`config.mk`:
```
export PLATFORM = sky130hd
export DESIGN_NAME = pendulum_encoder
export DESIGN_NICKNAME = d
export VERILOG_FILES = /design/src/rtl/pendulum_pkg.sv /design/src/rtl/enc_sync_filter.sv /design/src/rtl/pendulum_encoder.sv
export SDC_FILE = /design/constraint.sdc
export NUM_CORES = 1
export LEC_CHECK = 0
export CAP_MARGIN = 20
export CORE_ASPECT_RATIO = 0.7
export CORE_UTILIZATION = 33
export CTS_CLUSTER_SIZE = 14
export DETAILED_ROUTE_END_ITERATION = 8
export SETUP_SLACK_MARGIN = 0.1
export SYNTH_ARGS = -nofsm -noshare
export SYNTH_HDL_FRONTEND = slang
export SYNTH_SLANG_ARGS = --single-unit
```
`constraint.sdc`:
```
create_clock -name clk -period 3.27 [get_ports clk]
set_input_delay 0.654 -clock clk [delete_from_list [all_inputs] [get_ports clk]]
set_output_delay 0.654 -clock clk [all_outputs]
set_load 0.01 [all_outputs]
```
`src/rtl/pendulum_pkg.sv`:
```
// ---------------------------------------------------------------------------
// pendulum_pkg
// Shared definitions for the pendulum controller and its position encoder.
//   POS_WIDTH / POS_MAX / POS_CENTER_DEFAULT : position register geometry
//   enc_state_e  : encoder tracking FSM states (INIT, TRACK)
//   motor_mode_e : 2-bit H-bridge mode encoding used by the controller
//   step_e       : result of one quadrature decode
//   gray_step()  : classifies a {A,B} transition as none / +1 / -1 / illegal
// ---------------------------------------------------------------------------
package pendulum_pkg;

    localparam int unsigned POS_WIDTH          = 10;
    localparam int unsigned POS_MAX            = 1023;
    localparam int unsigned POS_CENTER_DEFAULT = 512;

    typedef enum logic {
        INIT,
        TRACK
    } enc_state_e;

    typedef enum logic [1:0] {
        Braking = 2'b00,
        Short   = 2'b01,
        Open    = 2'b10,
        Driving = 2'b11
    } motor_mode_e;

    // Encoding chosen so that the modulo-4 phase difference casts directly.
    typedef enum logic [1:0] {
        StepNone = 2'd0,
        StepInc  = 2'd1,
        StepErr  = 2'd2,
        StepDec  = 2'd3
    } step_e;

    // {A,B} Gray order 00,01,11,10 maps to phase {A, A^B} = 0,1,2,3.
    // Phase difference 1 is forward, 3 is reverse, 2 means both bits flipped.
    function automatic step_e gray_step(input logic [1:0] prev_ab, input logic [1:0] cur_ab);
        logic [1:0] prev_ph;
        logic [1:0] cur_ph;
        logic [1:0] diff;
        prev_ph = {prev_ab[1], prev_ab[1] ^ prev_ab[0]};
        cur_ph  = {cur_ab[1], cur_ab[1] ^ cur_ab[0]};
        diff    = cur_ph - prev_ph;
        return step_e'(diff);
    endfunction

endpackage

```
`src/rtl/enc_sync_filter.sv`:
```
// ---------------------------------------------------------------------------
// enc_sync_filter
// Two-flop synchroniser for one asynchronous encoder line, optionally
// followed by a glitch filter that only accepts a new level after
// FILT_CYCLES consecutive identical synchronised samples.
// Optional feature macro: PENDULUM_ENC_FILTER_EN (filter built only if defined).
// Ports:
//   clk   in  system clock, rising edge
//   reset in  asynchronous active-low reset; clears sync and filter state
//   din   in  raw asynchronous input
//   dout  out synchronised (and filtered, if enabled) level
// ---------------------------------------------------------------------------
module enc_sync_filter #(
    parameter int unsigned FILT_CYCLES = 4
) (
    input  logic clk,
    input  logic reset,
    input  logic din,
    output logic dout
);

    logic sync1_q;
    logic sync2_q;

    always_ff @(posedge clk or negedge reset) begin
        if (!reset) begin
            sync1_q <= 1'b0;
            sync2_q <= 1'b0;
        end else begin
            sync1_q <= din;
            sync2_q <= sync1_q;
        end
    end

`ifdef PENDULUM_ENC_FILTER_EN
    // The new level is adopted on the FILT_CYCLES-th differing sample, so the
    // filter adds exactly FILT_CYCLES cycles of latency.
    localparam logic [3:0] CntLast = 4'(FILT_CYCLES - 1);

    logic       filt_q;
    logic       filt_d;
    logic [3:0] cnt_q;
    logic [3:0] cnt_d;

    always_comb begin
        filt_d = filt_q;
        cnt_d  = 4'd0;
        if (sync2_q != filt_q) begin
            if (cnt_q == CntLast) begin
                filt_d = sync2_q;
            end else begin
                cnt_d = cnt_q + 4'd1;
            end
        end
    end

    always_ff @(posedge clk or negedge reset) begin
        if (!reset) begin
            filt_q <= 1'b0;
            cnt_q  <= 4'd0;
        end else begin
            filt_q <= filt_d;
            cnt_q  <= cnt_d;
        end
    end

    assign dout = filt_q;
`else
    logic unused_filt_cfg;
    assign unused_filt_cfg = ^4'(FILT_CYCLES);

    assign dout = sync2_q;
`endif

endmodule

```
`src/rtl/pendulum_encoder.sv`:
```
// ---------------------------------------------------------------------------
// pendulum_encoder
// Quadrature decoder producing a saturating 10-bit pendulum position.
// Index pulse (enc_z rising) and zero_req re-centre the position.
// Optional feature macro: PENDULUM_ENC_FILTER_EN (per-channel glitch filter).
// Ports:
//   clk        in  system clock, rising edge
//   reset      in  asynchronous active-low reset
//   enc_a      in  quadrature channel A (async)
//   enc_b      in  quadrature channel B (async)
//   enc_z      in  index pulse (async)
//   zero_req   in  synchronous re-centre request
//   Position   out unsigned position, POS_CENTER = upright
//   Direction  out 1 = last step increased, 0 = decreased
//   pos_valid  out one-cycle strobe when Position changes
//   quad_err   out one-cycle strobe on an illegal A/B transition
// ---------------------------------------------------------------------------
module pendulum_encoder
    import pendulum_pkg::*;
#(
    parameter int unsigned POS_CENTER  = POS_CENTER_DEFAULT,
    parameter int unsigned FILT_CYCLES = 4
) (
    input  logic                 clk,
    input  logic                 reset,
    input  logic                 enc_a,
    input  logic                 enc_b,
    input  logic                 enc_z,
    input  logic                 zero_req,
    output logic [POS_WIDTH-1:0] Position,
    output logic                 Direction,
    output logic                 pos_valid,
    output logic                 quad_err
);

    localparam logic [POS_WIDTH-1:0] PosCenter = POS_WIDTH'(POS_CENTER);
    localparam logic [POS_WIDTH-1:0] PosMax    = POS_WIDTH'(POS_MAX);
    localparam logic [POS_WIDTH-1:0] PosOne    = POS_WIDTH'(1);

    logic a_s;
    logic b_s;
    logic z_s;

    enc_sync_filter #(.FILT_CYCLES(FILT_CYCLES)) u_sync_a (
        .clk   (clk),
        .reset (reset),
        .din   (enc_a),
        .dout  (a_s)
    );

    enc_sync_filter #(.FILT_CYCLES(FILT_CYCLES)) u_sync_b (
        .clk   (clk),
        .reset (reset),
        .din   (enc_b),
        .dout  (b_s)
    );

    enc_sync_filter #(.FILT_CYCLES(FILT_CYCLES)) u_sync_z (
        .clk   (clk),
        .reset (reset),
        .din   (enc_z),
        .dout  (z_s)
    );

    enc_state_e           state_q, state_d;
    logic [1:0]           ab_ref_q, ab_ref_d;
    logic                 z_prev_q;
    logic [POS_WIDTH-1:0] pos_q, pos_d;
    logic                 dir_q, dir_d;
    logic                 valid_q;
    logic                 err_q, err_d;

    step_e step;
    logic  z_rise;

    assign step   = gray_step(ab_ref_q, {a_s, b_s});
    assign z_rise = z_s & ~z_prev_q;

    always_comb begin
        state_d  = state_q;
        ab_ref_d = {a_s, b_s};   // reference always follows the sample, also after errors
        pos_d    = pos_q;
        dir_d    = dir_q;
        err_d    = 1'b0;

        unique case (state_q)
            INIT:  state_d = TRACK;
            TRACK: err_d   = (step == StepErr);
            default: state_d = INIT;
        endcase

        // Re-centre wins over counting; Direction is left alone.
        if (zero_req || z_rise) begin
            pos_d = PosCenter;
        end else if (state_q == TRACK) begin
            case (step)
                StepInc: begin
                    dir_d = 1'b1;
                    if (pos_q != PosMax) pos_d = pos_q + PosOne;
                end
                StepDec: begin
                    dir_d = 1'b0;
                    if (pos_q != '0) pos_d = pos_q - PosOne;
                end
                default: ;
            endcase
        end
    end

    always_ff @(posedge clk or negedge reset) begin
        if (!reset) begin
            state_q  <= INIT;
            ab_ref_q <= 2'b00;
            z_prev_q <= 1'b0;
            pos_q    <= PosCenter;
            dir_q    <= 1'b0;
            valid_q  <= 1'b0;
            err_q    <= 1'b0;
        end else begin
            state_q  <= state_d;
            ab_ref_q <= ab_ref_d;
            z_prev_q <= z_s;
            pos_q    <= pos_d;
            dir_q    <= dir_d;
            valid_q  <= (pos_d != pos_q);
            err_q    <= err_d;
        end
    end

    assign Position  = pos_q;
    assign Direction = dir_q;
    assign pos_valid = valid_q;
    assign quad_err  = err_q;

endmodule

```
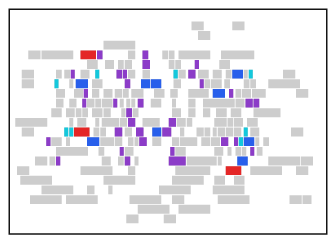
(run_1/logic_types.png)
colour	family	cells	most used
blue	non-inverting ao/oa cells	9	a31o_2
cyan	inv cells	8	inv_1
red	fa/ha/maj cells	3	ha_1
purple	nand cells	33	nand2_1

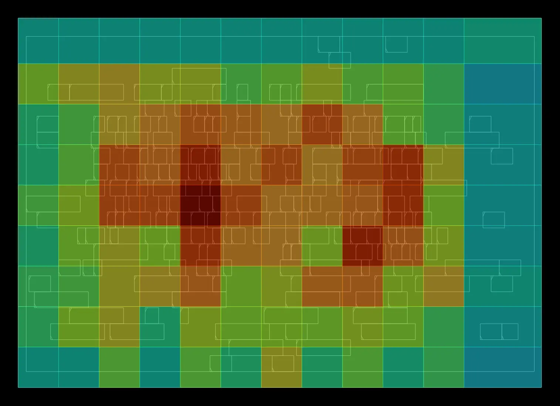
(run_1/congestion.png)
drt wl/cell: 18.4 um
layer with the highest usage: met1
GR Util All Layers: 0.203

==> flow_summary.ini, run 1 <==
; physical design summary
[yosys]
synth_area_leader_cell = dfrtp_1
syn_area_per_cell_sq_um = 8.42
ys_types = 61
postSynthCellCount = 208
seq_area_frac_synth = 0.329
fp_nets = 217
top_area_frac = 0.314
ys_cells = 208
synth.logic.top_family = AND-OR/OR-AND gates
flop_cell = dfrtp_1
ys_top_cells_by_area = dfrtp_1, nor2_1, a21oi_1
edf_count = 0
synth.most_common_cell = dfrtp_1
synth-seq-cells = 23
synthArstFlopShare = 1.00
top_cells_by_count = dfrtp_1, nor2_1, nand2_1
xor_share = 0.0493
aoi_share = 0.265
simple_gate_area_frac = 0.264
yosys_area_sq_mm = 0.00175
adder_share = 0.0214
ys_sh_mux = 0.0121
yosysWarnings = 0
syn_area_sq_mm = 0.00175

[critical_path]
required_ns = 3.48
r2r_slack_ns = 0.60
critical_path_class = register to register
critPathLaunchType = register
endpoint_kind = register
crit_fanout = 12
arrival_ns = 2.88

[layout]
postLayoutCellArea_sq_mm = 0.00202
layoutNonFillerInstCount = 287
areaGrowthSynthToFinish_pct = 15.6
largest_reg_flops = 10
nFillCells = 519
diodes = 0
num-nets-final = 228
drive_gt1_frac = 0.0917
utilization = 0.410

[final_timing]
whs_ns = 0.355
hold_viol = 0
drv_slew = 0
final.min_clock_period_ns = 2.67
setup-tns-final_ns = 0
max_freq_ghz = 0.374
max_slew.worst_pin.slew_ns = 0.853
clock_skew_ns = 0.00190
period_used_share = 0.817
finalWorstSetupSlack_ns = 0.599
setup_viol = 0
slew_headroom = 0.427
grt_setup_unrepaired = false

[clock_network]
clk_latency_ns = 0.27
clockRootBuffer = clkbuf_8
cts_resized = 0
clockBufferDepth = 2
cts_tree = built
htree_levels = 1
post-cts-setup-buffers = 0
numCtsBuffers = 3
clkTransAtPathRegs_ns = 0.09
hold_buffers = 0
cts.sinks = 23

[floorplan]
std_cell_rows = 21
fp.coreArea_sq_mm = 0.00494
pin_count = 19
fp.dieArea_sq_mm = 0.00561
die_h_um = 63.0
die_width_um = 89.1
floorplan.core_util = 0.355

[route]
drtIter0Drc = 182
vias = 1810
vias_per_cell = 6.31
ant_nets = 0
drc = 0
wirelength_um = 5270
drt_pass1_iterations = 5

[placement]
place_ws_ns = 0.680
place_congestion = 0.967
placed_cells = 283
portBuffers = 18
dpl.hpwl_um = 3720
post_dp_cell_area_sq_mm = 0.00198

[hold_path]
holdCritPathClass = register to register

[global_routing]
grt_overflow = 0
antenna_found_initial = 0
first_global_vias = 1563
grt_max_degree = 24
grt_pass1_wl_um = 8650

[pwr]
p_per_area_mw_per_mm2 = 466
ir_worst_vdd_mv = 0.205
p_total_uw = 943
cellLeakagePower_nw = 0.746

[job]
maxCapViolCount = 0
warning_count = 27

[outcome]
outcome = completed
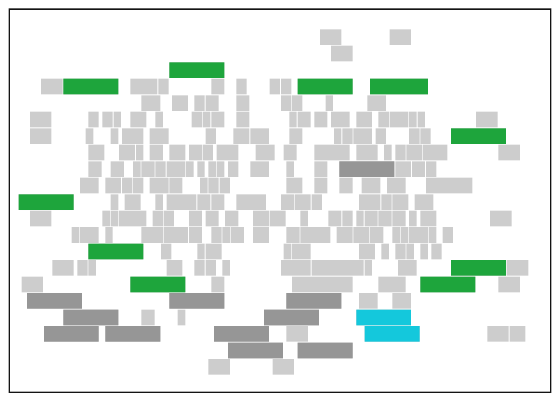
(run_1/flops_by_reg.png)
Other sequential cells in the stronger grey, the rest of the logic in the fainter grey.
colour	netlist name	placed flops
green	Position	10
cyan	ab_ref_q	2

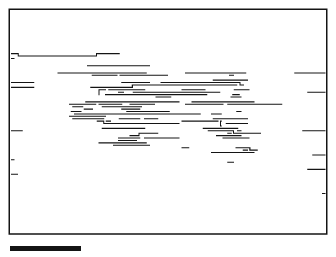
(run_1/layer_met3.png)
Scale bar: 20 um.
share of all routed wire	13%
longest straight run	35.4 um
nets with wire on the layer	63
main direction	horizontal
wire length on this layer	705 um

run 1: path summary, 6_finish.rpt:
path	from	end	cells after the start
min in group asynchronous	reset	Position[7]$_DFF_PN0_	2
worst max-delay path	u_sync_a.dout$_DFF_PN0_	pos_valid$_DFF_PN0_	8
max in group asynchronous	reset	Position[9]$_DFF_PN1_	2
worst min-delay path	u_sync_z.sync1_q$_DFF_PN0_	u_sync_z.dout$_DFF_PN0_	0
worst max register to register	u_sync_a.dout$_DFF_PN0_	pos_valid$_DFF_PN0_	8
worst min register to register	u_sync_z.sync1_q$_DFF_PN0_	u_sync_z.dout$_DFF_PN0_	0
run 1: power by group:
part / total, mW / leakage, nW / switching [mW] / internal [mW]
logic: 0.391 / 0.435 / 0.221 / 0.170
clock network: 0.188 / 0.0228 / 0.101 / 0.0873
registers: 0.364 / 0.288 / 0.0510 / 0.313
total: 0.943 / 0.746 / 0.373 / 0.570
run 1: layout by cell type (no fill, tap or decap), types with 4 or more instances in the layout:
| master | n |
|---|---|
| nor3_1 | 9 |
| buf_4 | 4 |
| a31oi_1 | 7 |
| inv_1 | 8 |
| nor2_1 | 17 |
| a21oi_1 | 11 |
| nand2_1 | 14 |
| o211ai_1 | 4 |
| clkdlybuf4s50_1 | 18 |
| a211oi_1 | 7 |
| nor4_1 | 5 |
| and2_1 | 4 |
| o21ai_0 | 10 |
| nand3_1 | 8 |
| nand4_1 | 7 |
| dfrtp_1 | 22 |
run 1: cell families after synthesis:
group	Yosys count
AND-OR/OR-AND	66
XOR/XNOR	6
adder cells (fa/ha/maj)	3
buffers and inverters	24
flip-flops	23
multiplexers	2
other	1
AND/OR/NAND/NOR	83
run 1: final cells by class:
| class | instances | area [sq um] | area share |
|---|---|---|---|
| clock buffers | 4 | 45.0 | 0.0222 |
| inverters | 8 | 30.0 | 0.0148 |
| multi-input cells | 161 | 1080 | 0.532 |
| flip-flops and latches | 23 | 577 | 0.285 |
| well taps | 69 | 86.3 | 0.0426 |
| repair buffers | 22 | 210 | 0.104 |
run 1: layer usage:
| metal | track usage | vias to the layer above | part of all wire |
|---|---|---|---|
| li1 | - | 809 | - |
| met1 | 0.333 | 846 | 0.47 |
| met2 | 0.251 | 145 | 0.38 |
| met3 | 0.0581 | 10 | 0.13 |
| met4 | 0.0437 | 0 | 0.015 |
| met5 | 0 | - | 0 |
run 1: worst max-delay path, cell delays in order (launching register included):
cell and delay, ns:
dfrtp_1 0.44, xnor2_1 0.15, ha_1 0.45, nor2b_1 0.43
nand2_1 0.21, or4_1 0.60, o2111ai_1 0.12, nor4_1 0.09
nand4_1 0.11
==> run 2: changes to the inputs <==
==> constraint.sdc (replaced) <==
create_clock -name clk -period 2.4 [get_ports clk]
set_input_delay 0.48 -clock clk [delete_from_list [all_inputs] [get_ports clk]]
set_output_delay 0.48 -clock clk [all_outputs]
set_load 0.01 [all_outputs]
==> flow_summary.ini, run 2 <==
; physical design summary
[placement]
dpl.hpwl_um = 4110
place_ws_ns = 0.103
post_dp_cell_area_sq_mm = 0.00214
place_congestion = 0.987
portBuffers = 18

[floorplan]
pin_count = 19
fp.dieArea_sq_mm = 0.00561
fp.coreArea_sq_mm = 0.00494
std_cell_rows = 21
die_width_um = 89.1
die_h_um = 63.0
floorplan.core_util = 0.355

[yosys]
fp_nets = 217
edf_count = 0
synthArstFlopShare = 1.00
syn_area_per_cell_sq_um = 8.42
synth-seq-cells = 23
ys_top_cells_by_area = dfrtp_1, nor2_1, a21oi_1
top_area_frac = 0.314
top_cells_by_count = dfrtp_1, nor2_1, nand2_1
postSynthCellCount = 208
yosys_area_sq_mm = 0.00175
ys_cells = 208
seq_area_frac_synth = 0.329
ys_types = 61
yosysWarnings = 0
synth.most_common_cell = dfrtp_1
syn_area_sq_mm = 0.00175

[final_timing]
slew_headroom = 0.656
max_freq_ghz = 0.437
hold_viol = 0
grt_setup_unrepaired = true
final.min_clock_period_ns = 2.29
finalWorstSetupSlack_ns = 0.112
drv_slew = 0
clock_skew_ns = 0.00398
setup-tns-final_ns = 0

[route]
drc = 0
ant_nets = 0
wl_per_cell_um = 19.3
wirelength_um = 6380
drt_pass1_iterations = 5
vias_per_cell = 6.20
drtIter0Drc = 287

[critical_path]
reg2regPathDepth = 9
crit_fanout = 5
critPathLaunchType = register
critical_path_class = register to register
r2r_slack_ns = 0.11
arrival_ns = 2.43
required_ns = 2.55

[job]
warning_count = 29
maxCapViolCount = 0

[layout]
layout_top_cells = buf_4, dfrtp_1, clkdlybuf4s50_1
num-nets-final = 271
areaGrowthSynthToFinish_pct = 42.4
logic_area_sq_mm = 0.00122
diodes = 0
utilization = 0.505
drive_gt1_frac = 0.322
postLayoutCellArea_sq_mm = 0.00249
largest_reg_flops = 10
seqCellArea_sq_um = 578
nFillCells = 469

[global_routing]
grt_pass1_wl_um = 9310
grt_overflow = 0
grt_max_degree = 21
first_global_vias = 1728

[hold_path]
hold_depth = 0
holdCritPathClass = register to register

[pwr]
ir_worst_vdd_mv = 0.319
cellLeakagePower_nw = 1.00
p_per_area_mw_per_mm2 = 600

[clock_network]
clkTransAtPathRegs_ns = 0.09
numCtsBuffers = 3
cts.sinks = 23
hold_buffers = 0
htree_levels = 1

[outcome]
outcome = completed
[run 2: cell counts after synthesis]
Identical to the previous run, type by type.
[run 2: what timing repair did]
item / 4_1_cts / 5_1_grt
setup endpoints to repair: 1 / 4
buffers inserted: 6 / 14
pin swaps: 1 / 12
gates cloned: 1 / 1
gates resized: 8 / 24
[run 2: stage by stage]
step	hold slack, ns	std cells
6_report	0.353	330
5_1_grt	0.359	330
4_1_cts	0.354	315
3_5_place_dp	0.338	304
3_3_place_gp	0.338	304
2_1_floorplan	0.184	208
[run 2: worst paths after layout]
check                                            from                      end
min reg2reg                u_sync_b.sync1_q$_DFF_PN0_  u_sync_b.dout$_DFF_PN0_
min                        u_sync_b.sync1_q$_DFF_PN0_  u_sync_b.dout$_DFF_PN0_
max in group asynchronous                       reset    Position[0]$_DFF_PN0_
max                           u_sync_b.dout$_DFF_PN0_      pos_valid$_DFF_PN0_
min in group asynchronous                       reset    Position[6]$_DFF_PN0_
max reg2reg                   u_sync_b.dout$_DFF_PN0_      pos_valid$_DFF_PN0_
[run 2: logic make-up after synthesis]
kind of cell / count (synthesis) / share of synthesized area
AOI/OAI and AO/OA: 66 / 0.265
xor gates and xnor gates: 6 / 0.0493
adders and majority gates: 3 / 0.0214
buffers and inverters: 24 / 0.0564
DFF: 23 / 0.329
muxes: 2 / 0.0121
other: 1 / 0.00214
and+or+nand+nor: 83 / 0.264
[run 2: area by class of cell]
class	instances	area share
Clock buffer	4	0.0181
Multi-Input combinational cell	162	0.489
Timing Repair Buffer	64	0.214
Sequential cell	23	0.232
Tap cell	69	0.0346
Inverter	8	0.0120
[run 2: worst max-delay path, cell delays in order, from the launching register on]
cell	delay [ns]
dfrtp_1	0.40
xnor2_1	0.17
ha_2	0.23
xor3_4	0.28
buf_6	0.14
nand4_1	0.13
and2_4	0.18
a32o_2	0.27
nor4_2	0.26
nand4_1	0.10
[run 2: report_power, final]
part           total [mW]  internal, mW  switching (mW)  leakage (nW)
Combinational       0.771         0.369           0.402         0.691
Clock               0.252         0.119           0.133        0.0228
Sequential          0.475         0.427          0.0482         0.287
[run 2: per-layer routing]
layer	wire length, um	part of all wire	up-vias	track usage
met1	2920	0.46	961	0.366
met2	2570	0.40	170	0.278
met5	0	0	-	0
met3	768	0.12	15	0.0489
met4	130	0.020	0	0.0417
li1	-	-	899	-
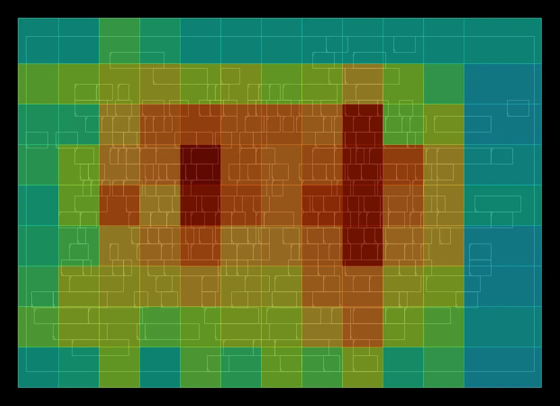
(run_2/congestion.png)
GR Util All Layers: 0.219
met2 usage: 0.278

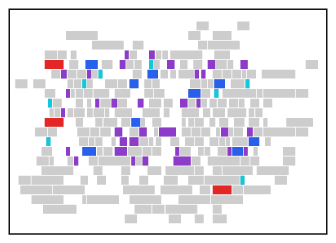
(run_2/logic_types.png)
most numerous logic cell after layout: buf_4
post-route insts no fill: 330
combinational share of cell area: 0.489

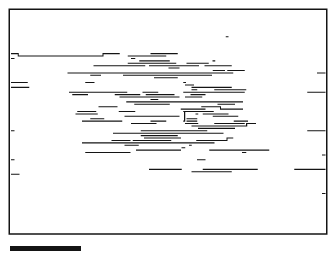
(run_2/layer_met3.png)
Scale bar: 20 um.
main direction	horizontal
longest straight run	46.5 um
wire length on this layer	768 um
Via Count: 2,045
routing usage on met3: 0.0489

No activity file was given, so power comes from the tool's default toggle rates.
